==> src/rtl/fetch_stage.sv <==
// fetch_stage: instruction-fetch stage and IF/ID pipeline register of the 5-stage MIPS pipeline.
// Owns the PC and picks the next PC: sequential, branch target or jump target.
// Drives instruction memory through a req/ready handshake.
// Presents the fetched instruction to decode. On a stall the IF/ID register holds.
// On a redirect or an imem miss the IF/ID register takes a bubble.
// Saturating stall and flush counters are kept for performance debug.
//
// Ports:
//   i_clk            rising-edge clock
//   i_reset          synchronous, active-high reset
//   i_stall          hold request from hazard detection
//   i_branch_taken   branch resolved taken in ID
//   i_branch_target  branch destination
//   i_jump           jump decoded in ID (wins over a branch)
//   i_jump_target    jump destination
//   o_imem_req       fetch request (combinational, !reset)
//   o_imem_addr      fetch address (combinational, current PC)
//   i_imem_rdata     instruction, valid when i_imem_ready
//   i_imem_ready     imem accepts the request and returns data this cycle
//   o_instr_id       IF/ID instruction
//   o_pc_plus4_id    IF/ID PC+4
//   o_valid_id       IF/ID holds a real instruction
//   o_stall_count    saturating count of honoured stall cycles
//   o_flush_count    saturating count of redirects taken
module fetch_stage #(
    parameter int unsigned         LEN_PC    = 32,
    parameter int unsigned         LEN_INSTR = 32,
    parameter logic [LEN_PC-1:0]   RESET_PC  = '0,
    parameter logic [LEN_INSTR-1:0] NOP_INSTR = '0,
    parameter int unsigned         LEN_CNT   = 16
) (
    input  logic                 i_clk,
    input  logic                 i_reset,
    input  logic                 i_stall,
    input  logic                 i_branch_taken,
    input  logic [LEN_PC-1:0]    i_branch_target,
    input  logic                 i_jump,
    input  logic [LEN_PC-1:0]    i_jump_target,
    output logic                 o_imem_req,
    output logic [LEN_PC-1:0]    o_imem_addr,
    input  logic [LEN_INSTR-1:0] i_imem_rdata,
    input  logic                 i_imem_ready,
    output logic [LEN_INSTR-1:0] o_instr_id,
    output logic [LEN_PC-1:0]    o_pc_plus4_id,
    output logic                 o_valid_id,
    output logic [LEN_CNT-1:0]   o_stall_count,
    output logic [LEN_CNT-1:0]   o_flush_count
);

    typedef enum logic {
        S_FETCH = 1'b0,
        S_WAIT  = 1'b1
    } state_t;

    state_t               r_state;
    state_t               w_state_next;

    logic [LEN_PC-1:0]    r_pc;
    logic [LEN_INSTR-1:0] r_instr_id;
    logic [LEN_PC-1:0]    r_pc_plus4_id;
    logic                 r_valid_id;
    logic [LEN_CNT-1:0]   r_stall_count;
    logic [LEN_CNT-1:0]   r_flush_count;

    logic [LEN_PC-1:0]    w_pc_next;
    logic [LEN_INSTR-1:0] w_instr_next;
    logic [LEN_PC-1:0]    w_pc_plus4_next;
    logic                 w_valid_next;
    logic [LEN_CNT-1:0]   w_stall_count_next;
    logic [LEN_CNT-1:0]   w_flush_count_next;

    logic [LEN_PC-1:0]    w_pc_plus4;
    logic                 w_redirect;
    logic [LEN_PC-1:0]    w_target;
    logic [LEN_PC-1:0]    w_target_aligned;

    // Sequential PC; wraps naturally modulo 2^LEN_PC
    assign w_pc_plus4 = r_pc + LEN_PC'(4);

    // Jump has priority over branch; targets are forced to word alignment
    assign w_redirect       = i_jump | i_branch_taken;
    assign w_target         = i_jump ? i_jump_target : i_branch_target;
    assign w_target_aligned = {w_target[LEN_PC-1:2], 2'b00};

    // Fetch request tracks reset only, so it stays up through stalls and misses
    assign o_imem_req  = ~i_reset;
    assign o_imem_addr = r_pc;

    // State register and IF/ID pipeline register
    always_ff @(posedge i_clk) begin
        if (i_reset) begin
            r_state       <= S_FETCH;
            r_pc          <= RESET_PC;
            r_instr_id    <= NOP_INSTR;
            r_pc_plus4_id <= '0;
            r_valid_id    <= 1'b0;
            r_stall_count <= '0;
            r_flush_count <= '0;
        end else begin
            r_state       <= w_state_next;
            r_pc          <= w_pc_next;
            r_instr_id    <= w_instr_next;
            r_pc_plus4_id <= w_pc_plus4_next;
            r_valid_id    <= w_valid_next;
            r_stall_count <= w_stall_count_next;
            r_flush_count <= w_flush_count_next;
        end
    end

    // Next state: stall > redirect > miss > advance
    always_comb begin
        w_state_next = r_state;
        if (i_stall) begin
            w_state_next = r_state;
        end else if (w_redirect) begin
            // Any outstanding request is abandoned; start fresh at the target
            w_state_next = S_FETCH;
        end else begin
            case (r_state)
                S_FETCH: w_state_next = i_imem_ready ? S_FETCH : S_WAIT;
                S_WAIT:  w_state_next = i_imem_ready ? S_FETCH : S_WAIT;
                default: w_state_next = S_FETCH;
            endcase
        end
    end

    // Next PC, IF/ID payload and counters
    always_comb begin
        w_pc_next          = r_pc;
        w_instr_next       = r_instr_id;
        w_pc_plus4_next    = r_pc_plus4_id;
        w_valid_next       = r_valid_id;
        w_stall_count_next = r_stall_count;
        w_flush_count_next = r_flush_count;

        if (i_stall) begin
            // Everything holds; a ready seen now is discarded and the branch re-evaluates later
            if (r_stall_count != {LEN_CNT{1'b1}}) begin
                w_stall_count_next = r_stall_count + LEN_CNT'(1);
            end
        end else if (w_redirect) begin
            w_pc_next       = w_target_aligned;
            w_instr_next    = NOP_INSTR;
            w_pc_plus4_next = '0;
            w_valid_next    = 1'b0;
            if (r_flush_count != {LEN_CNT{1'b1}}) begin
                w_flush_count_next = r_flush_count + LEN_CNT'(1);
            end
        end else if (!i_imem_ready) begin
            w_instr_next    = NOP_INSTR;
            w_pc_plus4_next = '0;
            w_valid_next    = 1'b0;
        end else begin
            w_pc_next       = w_pc_plus4;
            w_instr_next    = i_imem_rdata;
            w_pc_plus4_next = w_pc_plus4;
            w_valid_next    = 1'b1;
        end
    end

    assign o_instr_id    = r_instr_id;
    assign o_pc_plus4_id = r_pc_plus4_id;
    assign o_valid_id    = r_valid_id;
    assign o_stall_count = r_stall_count;
    assign o_flush_count = r_flush_count;

endmodule
==> config.mk <==
export PLATFORM = sky130hd
export DESIGN_NAME = fetch_stage
export DESIGN_NICKNAME = d
export VERILOG_FILES = /design/src/rtl/fetch_stage.sv
export SDC_FILE = /design/constraint.sdc
export NUM_CORES = 1
export LEC_CHECK = 0
export CELL_PAD_IN_SITES_DETAIL_PLACEMENT = 1
export CELL_PAD_IN_SITES_GLOBAL_PLACEMENT = 1
export CORE_UTILIZATION = 28
export DETAILED_ROUTE_END_ITERATION = 6
export PLACE_DENSITY_LB_ADDON = 0.1
export RECOVER_POWER = 50
export SYNTH_ARGS = -nofsm -noshare
export SYNTH_HDL_FRONTEND = slang
export SYNTH_SLANG_ARGS = --single-unit
==> constraint.sdc <==
create_clock -name i_clk -period 2 [get_ports i_clk]
set_input_delay 0.4 -clock i_clk [delete_from_list [all_inputs] [get_ports i_clk]]
set_output_delay 0.4 -clock i_clk [all_outputs]
set_load 0.01 [all_outputs]
Figure 1. Placement by cell class (run 1).
Bar = 50 µm.
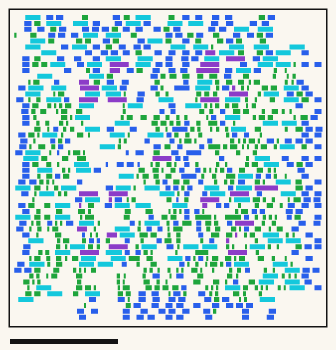
- combinational and other logic: green (cells 487; share of their area 34%)
- flops: cyan (cells 126; share of their area 28%)
- clock drivers and dummy loads: purple (cells 30; share of their area 6.4%)
- other buffers and delay cells: blue (cells 311; share of their area 32%)
share of the core filled with cells in the final layout: 46.9%
final non-filler cell area: 0.00951 mm²
flop share of the area: 26.6%
number of standard-cell rows in the floorplan: 52

Figure 2. Routing congestion map (run 1).
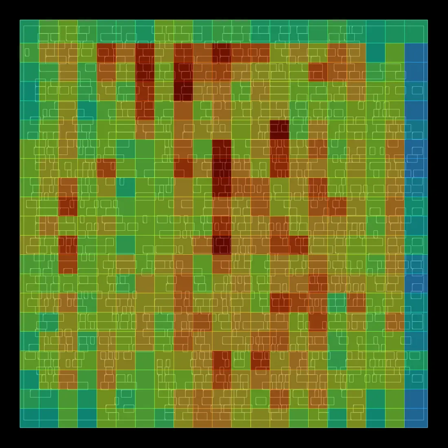
met1 GRT Util: 26.5%
overall routing resource usage: 21.5%
met2 layer usage reported by global route: 36.8%

==> results.txt, run 1 <==
Status on the layout run. The run finished with clean final reports. The clock passes through at most 2 buffers. Horizontal extent of the die landed at 146 µm. Clock sink count landed at approximately 130. Per the GRT congestion report, total overflow comes to 0. Among logic cells in the layout, the one with the most instances is clkdlybuf4s50_1. After the last flow step, the layout net total stands at 1048. Number of post-CTS setup repair buffers landed at 0. The leakage component of the power was reported as 3.79 nW. The synthesis stat section lists a flop and latch total of 126.

In the final report, the number of pins over their slew limit comes to 0. The worst hold path terminates at o_imem_addr[15]. Xor and xnor fraction of the mapped netlist area landed at under 10%. Fraction of the mapped netlist area in adder cells landed at 0.644%.

Across the routed clock network, the largest skew measured is 0.00754 ns. The first routing iteration left roughly 220 violations. Per the slew report, the remaining headroom to the max-slew limit stands at 64.6%. Non-filler instance count after layout landed at 1225.

OpenSTA lists the critical path startpoint as o_imem_addr[20]. At the worst endpoint, the arrival time is 1.54 ns. The launch point of the worst min-delay path is recorded as i_reset. Setup TNS landed at 0 ns.

According to the floorplan report, the die height is 146 µm. Final worst-path cycle share landed at 96.8%. After synthesis, flip-flops and latches occupy 43.3% of the total area.
Figure 3. Gate families picked out (run 1).
Bar = 50 µm.
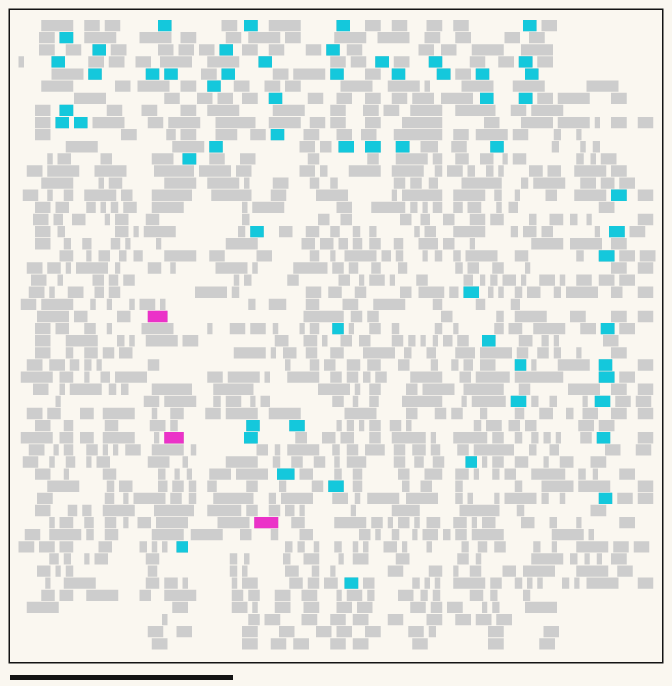
- adder and majority cells: magenta (cells 3)
- AND-OR and OR-AND gates: cyan (cells 59; where all over the die)

## run 1: sequential cells by signal (all words and copies together) (netlist names)
signal	flops
o_flush_count	16
o_instr_id	32
o_imem_addr	30
o_pc_plus4_id	31
o_valid_id	1
o_stall_count	16
## run 1: layout make-up
type / count / area (µm²)
fillers: 2356 / 10800
multi-input cells: 478 / 3100
repair buffers: 311 / 2930
flip-flops and latches: 126 / 2530
clock buffers: 24 / 502
well taps: 270 / 338
clock inverters: 6 / 82.6
inverters: 9 / 33.8
diodes: 1 / 2.50
## run 1: worst min-delay path, cell delays in order
cell	delay [ns]
buf_2	0.11
buf_4	0.19
a21oi_1	0.06
==> inputs of run 2 (changes only) <==
Settings changed: CORE_UTILIZATION 28 to 34.
Clock period 2 ns to 2.3 ns, I/O delays scaled along.
Figure 4. Routing congestion map (run 2).
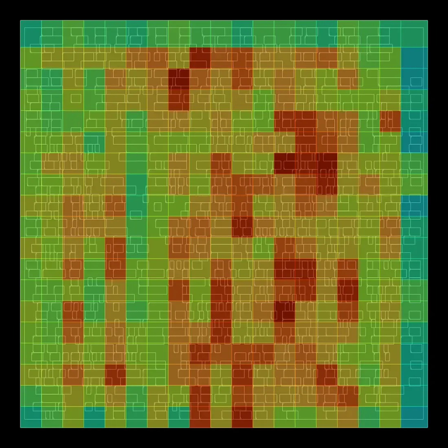
met1 GRT Util: 30.0%
overall routing resource usage: 24.8%
share of the core filled with cells in the final layout: 55.5%
post-detailed-route wirelength per cell: 18.9 µm

Figure 5. Placement by cell class (run 2).
Bar = 50 µm.
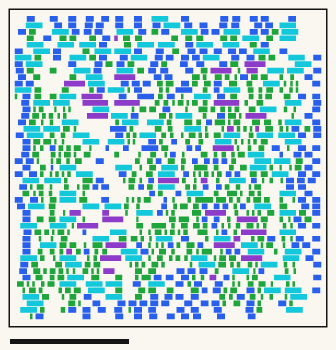
- flops: cyan (cells 126; share of their area 28%)
- combinational and other logic: green (cells 487; share of their area 35%)
- other buffers and delay cells: blue (cells 276; share of their area 30%)
- clock drivers and dummy loads: purple (cells 32; share of their area 7.2%)

==> run 2 against run 1 <==
Sequential power shrank 13%. Sequential share of layout area is 0.72 points higher. Critical path type is now in -> reg. Via count down 0.81%. Clock-buffer cell count shrank 4. Routed wire length down 5.8%. First-iteration DRC count is 40% higher. Critical endpoint is now o_imem_addr[20].
==> results.txt, run 2 <==
Status on the layout run. Counting distinct cell types in the post-synthesis netlist gives 68. Arrival time of the worst setup path landed at 2.56 ns (+1.02 ns). The number of buffers on the longest clock path is 2 (unchanged). Initial DRC count landed at 309 (+40%).

The number of cells reported by Yosys stat comes to between 600 and 700. Number of cells traversed by the worst register-to-register path landed at 8. The flow ran to the end, and the final reports show no timing, DRC or antenna violations. The startpoint identified for the worst hold timing path is o_pc_plus4_id[13]. The clock sink count is 126 (unchanged). The met2 usage in global routing was 42.8% (+5.9 points).

The number of flip-flops in the largest register is 32 (unchanged). Post-synthesis sequential element count landed at 126 (unchanged). For reference, the critical path is launched at i_jump. Number of post-CTS setup repair buffers landed at 0 (unchanged). Net total in the final layout landed at 1013 (-3.3%). Height of the die landed at 133 µm (-9.1%).

The setup TNS is 0 ns (unchanged). The static leakage power was 3.68 nW (-2.9%). The post-synthesis sequential area ratio is 43.3% (unchanged). The worst hold path terminates at o_pc_plus4_id[13].

Power in combinational cells landed at roughly 0.73 mW. Final worst-path cycle share landed at 96.4%. Non-filler instance count after layout landed at 1142 (-6.8%). Horizontal extent of the die landed at 133 µm (-9.1%). The top cell type in the final layout, fill and taps aside, is clkdlybuf4s50_1. The timing report shows the most common cell along the critical path to be clkbuf_2. The number of pins with negative max-slew slack in the final report was 0 (unchanged). The worst setup path is of the in -> reg kind. The total congestion overflow is 0 (unchanged). Remaining max-slew budget at the tightest pin landed at 54.1% (-10 points).
## run 2: cell counts after synthesis
Identical to the previous run, type by type.
## run 2: cell type report
class	instances	area, µm²
inverter	9	33.8
clock buffer	20	467
timing repair buffer	276	2670
antenna	1	2.50
fill	1884	7410
sequential	126	2520
multi-input combinational	478	3080
clock inverter	12	181
tap	220	275
## run 2: cells by family after synthesis
kind of cell / synth area share (%)
other: 0.0643
buffers and inverters: 4.29
adder cells (fa/ha/maj): 0.644
XOR/XNOR: 7.96
flip-flops: 43.3
AND/OR/NAND/NOR: 20.9
AND-OR/OR-AND: 21.8
multiplexers: 1.05
## run 2: tightest hold or removal path: cells and delay by family (launching register included)
kind | cells | cell delay (ns)
DFF | 1 | 0.32
AOI/OAI and AO/OA | 1 | 0.05
and+or+nand+nor | 1 | 0.04
==> inputs of run 3 (changes only) <==
Settings changed: CTS_CLUSTER_SIZE set to 10, GPL_TIMING_DRIVEN set to 0, SLEW_MARGIN set to 15.
Figure 6. Placement by cell class (run 3).
Bar = 50 µm.
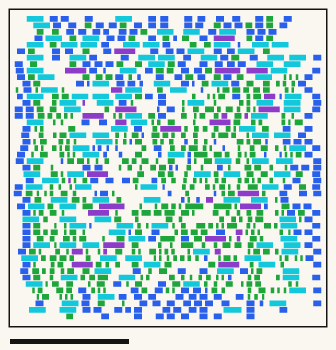
- other buffers and delay cells: blue (cells 272; share of their area 28%)
- combinational and other logic: green (cells 487; share of their area 36%)
- clock drivers and dummy loads: purple (cells 32; share of their area 6.8%)
- flops: cyan (cells 126; share of their area 29%)

Figure 7. Sizing map (run 3).
Bar = 50 µm.
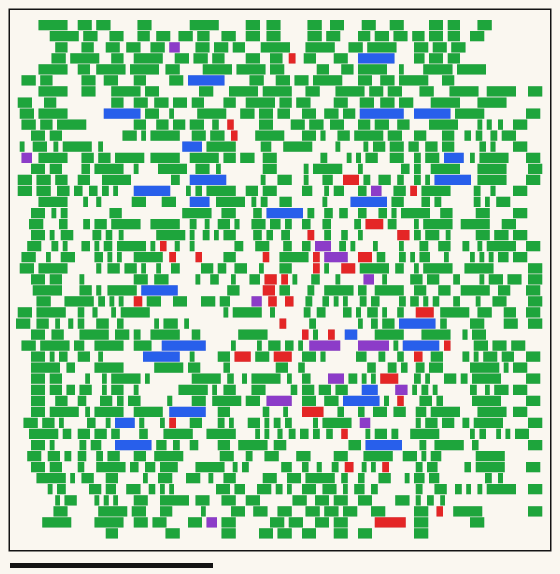
- _6 and larger: blue (cells 25; share 2.7%; most used clkbuf_16)
- _0 and _1 cells: green (cells 839; share 91%; most used dfxtp_1)
- _2 cells: red (cells 39; share 4.3%; most used clkbuf_2)
- _3 and _4 cells: purple (cells 14; share 1.5%; most used buf_4)
layout overhead on the synthesized area: 54.5%
min setup slack post-route: 0.00332 ns
final non-filler cell area: 0.00900 mm²
non-clock buffer instance count of the final layout: 272

==> run 3 against run 2 <==
Clock power shrank 7%. Synthesized cell count is the same. Via count rose by 1.8%. Register-to-register slack worse by 0.02 ns. Sequential cell count is the same. Final area fell by 2.5%. Total power is 3.8% lower. Critical path depth is 1 higher. Worst hold slack worse by 0.0018 ns. Area after synthesis unchanged. Clock skew shrank 0.0018 ns. First-iteration DRC count is 6.5% higher.
==> results.txt, run 3 <==
Status on the layout run. The layout sequential cell count was 126 (unchanged). Fraction of area in registers landed at 28.0% (+0.70 points). The height of the die came to 133 µm (unchanged). The number of cells in the yosys synthesis report was 663 (unchanged).

Post-synthesis share of cell area spent on and, or, nand and nor gates landed at 20.9% (unchanged). The fraction of synthesized area in multiplexers was 1.05% (unchanged). Post-synthesis cell type count landed at 68 (unchanged). The non-filler instance count after layout was 1138 (-0.35%). The number of buffers on the longest clock path is 2 (unchanged). Ranked by total area, the top cell class in this layout is multi-input combinational cells. The post-synthesis sequential area ratio came to 43.3% (unchanged).

The combinational gate area came to 0.00311 mm² (+0.89%). The area of all sequential standard cells came to 0.00252 mm² (about the same). Number of pins with negative max-slew slack in the final report landed at 0 (unchanged). The number of cells traversed by the worst register-to-register path was 7 (-1). Logic share of the area landed at 34.5% (+1.1 points). The xor and xnor fraction of the mapped netlist area was 7.96% (unchanged). The post-synthesis sequential element count is 126 (unchanged).

Clock sink count landed at 126 (unchanged). Non-clock inverter total of the final layout landed at 9 (unchanged). Area fraction in compound gates after synthesis landed at 21.8% (unchanged). Looking at hold timing, the worst path starts from o_valid_id. Number of post-CTS setup repair buffers landed at 0 (unchanged). Static leakage power landed at 3.62 nW (-1.8%). The final-layout fill cell count came to 1900 (+0.85%). Horizontal extent of the die landed at 133 µm (unchanged).

The run finished with clean final reports. The met2 usage in global routing came to 47.3% (+4.5 points). The setup path with the least slack is of type in -> reg. The core utilization of the finished layout came to 54.1% (-1.4 points). The net total in the final layout was 1009 (-0.39%).

The non-clock buffer share of cell area came to 27.4% (-1.5 points). Of the combinational cells, the family taking the most area is AND-OR/OR-AND gates. Number of clock buffers in the layout landed at 23 (+15%).

The final worst-path cycle share is 99.9% (+3.5 points). Diode insertion count for antenna repair landed at 1 (unchanged). For reference, the critical path is launched at i_branch_taken.

The area fraction of clock buffers and clock inverters is 6.61% (-0.41 points).
-- run 3: cell types whose count changed in the layout (fill, tap and decap cells not counted), sizes merged --
cell	delta
clkdlybuf4s50	-28
buf	-39
clkbuf	+39
clkinvlp	+1
clkinv	-1
dlygate4sd3	+27
inv	-1
bufinv	-2
-- run 3: worst min-delay path by stage --
stage,to,depth (start not counted),slack (ns)
floorplan,o_valid_id,2,0.47
global placement,o_valid_id,2,0.43
detailed placement,o_valid_id,2,0.44
CTS,o_valid_id,2,0.45
global route,o_pc_plus4_id[13],2,0.48
finish,o_valid_id,2,0.45
-- run 3: what timing repair did --
| item | CTS | global route |
|---|---|---|
| pin swaps | 1 | 1 |
| hold buffers | 0 | 0 |
| setup endpoints to repair | 82 | 60 |
| resized | 19 | 16 |
| cloned | 0 | 0 |
Power is estimated from default activity; no workload was simulated.
